$ cat src/rtl/dbg_cmd_port.sv
// rtl/dbg_cmd_port.sv - byte-stream debug command responder driving the core's GP and dmem debug ports
//
// Purpose: accepts host commands one byte at a time, halts/resumes the core,
// reads/writes GP registers and data memory through the core's debug ports,
// and returns a byte-stream response.
//
// Ports:
//   iw_clk, iw_rst                  clock, synchronous active-high reset
//   iw_cmd_valid/iw_cmd_data/ow_cmd_ready   command byte channel (host -> port)
//   ow_rsp_valid/ow_rsp_data/iw_rsp_ready   response byte channel (port -> host)
//   ow_halt, iw_halted              halt request / core drained-and-stalled status
//   ow_gp_we/ow_gp_addr/ow_gp_wdata, iw_gp_rdata      GP register debug port
//   ow_mem_we/ow_mem_addr/ow_mem_wdata, iw_mem_rdata  dmem debug port (1-cycle read)
//
// Optional: define DBG_CMD_STEP_EN to accept opcode 0x03 (single step).

module dbg_cmd_port #(
  parameter int DATA_W = 24,
  parameter int ADDR_W = 12,
  parameter int GP_N   = 16
) (
  input  logic              iw_clk,
  input  logic              iw_rst,
  input  logic              iw_cmd_valid,
  input  logic [7:0]        iw_cmd_data,
  output logic              ow_cmd_ready,
  output logic              ow_rsp_valid,
  output logic [7:0]        ow_rsp_data,
  input  logic              iw_rsp_ready,
  output logic              ow_halt,
  input  logic              iw_halted,
  output logic              ow_gp_we,
  output logic [3:0]        ow_gp_addr,
  output logic [DATA_W-1:0] ow_gp_wdata,
  input  logic [DATA_W-1:0] iw_gp_rdata,
  output logic              ow_mem_we,
  output logic [ADDR_W-1:0] ow_mem_addr,
  output logic [DATA_W-1:0] ow_mem_wdata,
  input  logic [DATA_W-1:0] iw_mem_rdata
);

  localparam int NB    = (DATA_W + 7) / 8;
  localparam int DW8   = NB * 8;
  // Room for the longest argument list: 2 address bytes + NB data bytes.
  localparam int ARG_W = DW8 + 16;

  localparam logic [7:0] RSP_OK   = 8'hA5;
  localparam logic [7:0] RSP_BUSY = 8'hEB;
  localparam logic [7:0] RSP_BAD  = 8'hEE;

  typedef enum logic [2:0] {
    S_IDLE, S_ARG, S_ACC, S_WAIT, S_RSP
`ifdef DBG_CMD_STEP_EN
    , S_STEP, S_SWAIT
`endif
  } state_t;

  state_t state_q, state_d;

  logic [7:0]        op_q;
  logic [7:0]        cnt_q;
  logic [ARG_W-1:0]  arg_q;
  logic [ARG_W-1:0]  arg_next;
  logic [DW8-1:0]    rsp_q;
  logic [7:0]        rsp_n_q;
  logic              halt_q;
  logic [3:0]        gp_addr_q;
  logic [DATA_W-1:0] gp_wdata_q;
  logic [ADDR_W-1:0] mem_addr_q;
  logic [DATA_W-1:0] mem_wdata_q;
  logic              cmd_ready;
  logic              gp_we;
  logic              mem_we;
  logic              unused_arg;

  function automatic logic is_rdgp(input logic [7:0] op);
    return (op[7:4] == 4'h1) && (int'(op[3:0]) < GP_N);
  endfunction

  function automatic logic is_wrgp(input logic [7:0] op);
    return (op[7:4] == 4'h2) && (int'(op[3:0]) < GP_N);
  endfunction

  function automatic logic is_rdmem(input logic [7:0] op);
    return op == 8'h30;
  endfunction

  function automatic logic is_wrmem(input logic [7:0] op);
    return op == 8'h40;
  endfunction

  function automatic logic is_step(input logic [7:0] op);
`ifdef DBG_CMD_STEP_EN
    return op == 8'h03;
`else
    return (op == 8'h03) && 1'b0;
`endif
  endfunction

  function automatic logic needs_core(input logic [7:0] op);
    return is_rdgp(op) || is_wrgp(op) || is_rdmem(op) || is_wrmem(op);
  endfunction

  function automatic logic is_known(input logic [7:0] op);
    return (op == 8'h01) || (op == 8'h02) || needs_core(op) || is_step(op);
  endfunction

  function automatic logic [7:0] arg_count(input logic [7:0] op);
    if (is_wrgp(op))  return 8'(NB);
    if (is_rdmem(op)) return 8'd2;
    if (is_wrmem(op)) return 8'(NB + 2);
    return 8'd0;
  endfunction

  // Single-byte responses sit in the top byte so they leave first.
  function automatic logic [DW8-1:0] one_byte(input logic [7:0] b);
    return DW8'(b) << (DW8 - 8);
  endfunction

  assign arg_next   = {arg_q[ARG_W-9:0], iw_cmd_data};
  // Shifted-out and ignored address bits are intentionally dropped.
  assign unused_arg = ^{arg_q, arg_next};

  always_ff @(posedge iw_clk) begin
    if (iw_rst) state_q <= S_IDLE;
    else        state_q <= state_d;
  end

  always_comb begin
    state_d   = state_q;
    cmd_ready = 1'b0;
    gp_we     = 1'b0;
    mem_we    = 1'b0;
    case (state_q)
      S_IDLE: begin
        cmd_ready = 1'b1;
        if (iw_cmd_valid) begin
          if (!is_known(iw_cmd_data))            state_d = S_RSP;
          else if (arg_count(iw_cmd_data) != 0)  state_d = S_ARG;
          else                                   state_d = S_ACC;
        end
      end
      S_ARG: begin
        cmd_ready = 1'b1;
        if (iw_cmd_valid && cnt_q == 8'd1) state_d = S_ACC;
      end
      S_ACC: begin
        gp_we  = is_wrgp(op_q) && iw_halted;
        mem_we = is_wrmem(op_q) && iw_halted;
        if (needs_core(op_q) && !iw_halted)   state_d = S_RSP;
        else if (is_rdmem(op_q))              state_d = S_WAIT;
`ifdef DBG_CMD_STEP_EN
        else if (is_step(op_q) && halt_q)     state_d = S_STEP;
`endif
        else                                  state_d = S_RSP;
      end
      S_WAIT: state_d = S_RSP;
      S_RSP: begin
        if (iw_rsp_ready && rsp_n_q == 8'd1) state_d = S_IDLE;
      end
`ifdef DBG_CMD_STEP_EN
      S_STEP:  state_d = S_SWAIT;
      S_SWAIT: if (iw_halted) state_d = S_RSP;
`endif
      default: state_d = S_IDLE;
    endcase
  end

  always_ff @(posedge iw_clk) begin
    if (iw_rst) begin
      op_q        <= '0;
      cnt_q       <= '0;
      arg_q       <= '0;
      rsp_q       <= '0;
      rsp_n_q     <= '0;
      halt_q      <= 1'b0;
      gp_addr_q   <= '0;
      gp_wdata_q  <= '0;
      mem_addr_q  <= '0;
      mem_wdata_q <= '0;
    end else begin
      case (state_q)
        S_IDLE: begin
          if (iw_cmd_valid) begin
            op_q  <= iw_cmd_data;
            cnt_q <= arg_count(iw_cmd_data);
            arg_q <= '0;
            if (is_rdgp(iw_cmd_data) || is_wrgp(iw_cmd_data)) gp_addr_q <= iw_cmd_data[3:0];
            if (!is_known(iw_cmd_data)) begin
              rsp_q   <= one_byte(RSP_BAD);
              rsp_n_q <= 8'd1;
            end
          end
        end
        S_ARG: begin
          if (iw_cmd_valid) begin
            arg_q <= arg_next;
            cnt_q <= cnt_q - 8'd1;
            // Publish the assembled arguments as the last byte lands so the
            // strobe in ACC sees final address and data.
            if (cnt_q == 8'd1) begin
              if (is_wrgp(op_q))  gp_wdata_q <= arg_next[DATA_W-1:0];
              if (is_rdmem(op_q)) mem_addr_q <= arg_next[ADDR_W-1:0];
              if (is_wrmem(op_q)) begin
                mem_addr_q  <= arg_next[DW8 +: ADDR_W];
                mem_wdata_q <= arg_next[DATA_W-1:0];
              end
            end
          end
        end
        S_ACC: begin
          rsp_n_q <= 8'd1;
          if (needs_core(op_q) && !iw_halted) begin
            rsp_q <= one_byte(RSP_BUSY);
          end else if (op_q == 8'h01) begin
            halt_q <= 1'b1;
            rsp_q  <= one_byte(RSP_OK);
          end else if (op_q == 8'h02) begin
            halt_q <= 1'b0;
            rsp_q  <= one_byte(RSP_OK);
          end else if (is_rdgp(op_q)) begin
            rsp_q   <= DW8'(iw_gp_rdata);
            rsp_n_q <= 8'(NB);
          end else if (is_step(op_q)) begin
            if (halt_q) halt_q <= 1'b0;
            else        rsp_q  <= one_byte(RSP_BUSY);
          end else begin
            rsp_q <= one_byte(RSP_OK);
          end
        end
        S_WAIT: begin
          rsp_q   <= DW8'(iw_mem_rdata);
          rsp_n_q <= 8'(NB);
        end
        S_RSP: begin
          if (iw_rsp_ready) begin
            rsp_q   <= rsp_q << 8;
            rsp_n_q <= rsp_n_q - 8'd1;
          end
        end
`ifdef DBG_CMD_STEP_EN
        S_STEP: halt_q <= 1'b1;
        S_SWAIT: begin
          if (iw_halted) begin
            rsp_q   <= one_byte(RSP_OK);
            rsp_n_q <= 8'd1;
          end
        end
`endif
        default: ;
      endcase
    end
  end

  assign ow_cmd_ready = cmd_ready & ~iw_rst;
  assign ow_rsp_valid = (state_q == S_RSP) & ~iw_rst;
  assign ow_rsp_data  = rsp_q[DW8-1 -: 8];
  assign ow_halt      = halt_q;
  assign ow_gp_we     = gp_we & ~iw_rst;
  assign ow_mem_we    = mem_we & ~iw_rst;
  assign ow_gp_addr   = gp_addr_q;
  assign ow_gp_wdata  = gp_wdata_q;
  assign ow_mem_addr  = mem_addr_q;
  assign ow_mem_wdata = mem_wdata_q;

endmodule

$ cat config.mk
export PLATFORM = sky130hd
export DESIGN_NAME = dbg_cmd_port
export DESIGN_NICKNAME = d
export VERILOG_FILES = /design/src/rtl/dbg_cmd_port.sv
export SDC_FILE = /design/constraint.sdc
export NUM_CORES = 1
export LEC_CHECK = 0
export CELL_PAD_IN_SITES_DETAIL_PLACEMENT = 0
export CELL_PAD_IN_SITES_GLOBAL_PLACEMENT = 1
export CORE_ASPECT_RATIO = 0.6
export CORE_MARGIN = 10
export CORE_UTILIZATION = 38
export DETAILED_ROUTE_END_ITERATION = 6
export PLACE_DENSITY_LB_ADDON = 0.1
export REMOVE_ABC_BUFFERS = 1
export SLEW_MARGIN = 20
export SYNTH_ARGS = -nofsm -noshare
export SYNTH_HDL_FRONTEND = slang
export SYNTH_SLANG_ARGS = --single-unit
$ cat constraint.sdc
create_clock -name iw_clk -period 2.6 [get_ports iw_clk]
set_clock_uncertainty 0.2 [all_clocks]
set_input_delay 0.39 -clock iw_clk [delete_from_list [all_inputs] [get_ports iw_clk]]
set_output_delay 0.39 -clock iw_clk [all_outputs]
set_load 0.005 [all_outputs]
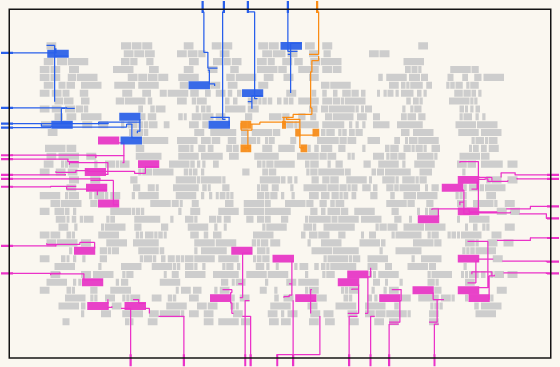
port_trees.png
| port | color | bits | direction | end cells | wire |
|---|---|---|---|---|---|
| ow_gp_wdata | magenta | 24 | output | 24 | 910 µm |
| iw_halted | orange | 1 | input | 8 | 111 µm |
| ow_rsp_data | blue | 8 | output | 8 | 347 µm |

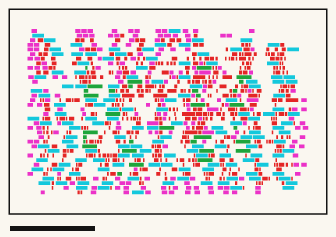
class_map.png
Bar = 50 µm.
| class | color | cells | share of their area |
|---|---|---|---|
| remaining logic cells | red | 503 | 37% |
| registers | cyan | 144 | 34% |
| remaining buffers and delay cells | magenta | 192 | 22% |
| clock drivers and dummy loads | green | 32 | 6.8% |

==> run summary <==
flow finished, numbers: Worst R2R End ow_gp_wdata[1], Largest logic family simple AND/OR/NAND/NOR gates, seq_cells 144, number of enable flip-flop cells 0, worst path arrival time 1910 ps, Reg area 2885 µm², flop share of the area 0.3315, design area 8705 µm², GRT met1 Usage 0.2409, number of antenna violations at the first check in global routing 0, Post-CTS Setup Repair Bufs 0, fmax 400.1 MHz, global placement routability congestion 0.8143, seq pwr 0.00231 W, synthesized instance count 710, leakage 3.275 nW, yosys stat cell total 710, nets@finish 923, PD cells 621.9 nW/µm², status finished, final reports clean, Relative slew margins 0.3143, DRC Markers 0, Total GRT Usage 0.1742, Met2 Wirelength 8.483 mm, n_diodes 0
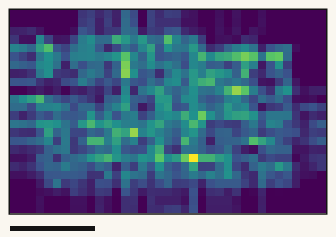
route_heat.png
Bar = 50 µm. 37 x 24 tiles, from dark purple (low) to yellow (high), scaled to the fullest tile. Values are wire area over tile area, all layers added.
mean over tiles: 0.14
nearly empty tiles: 16%
densest ninth of the die: center

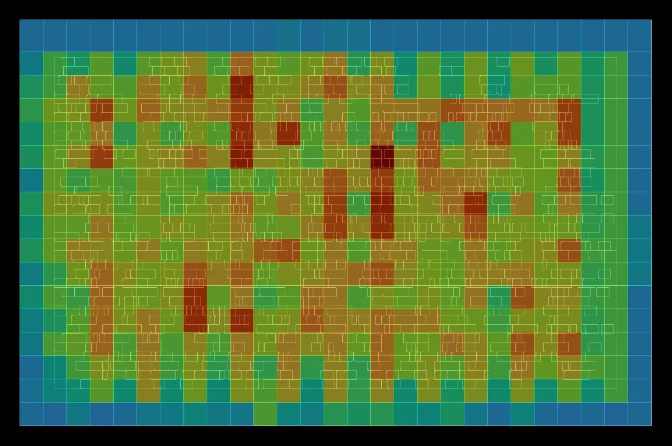
congestion_map.png
M2 GR Usage: 0.2524
Core Util, Final: 0.5353

Power is estimated from default activity; no workload was simulated.
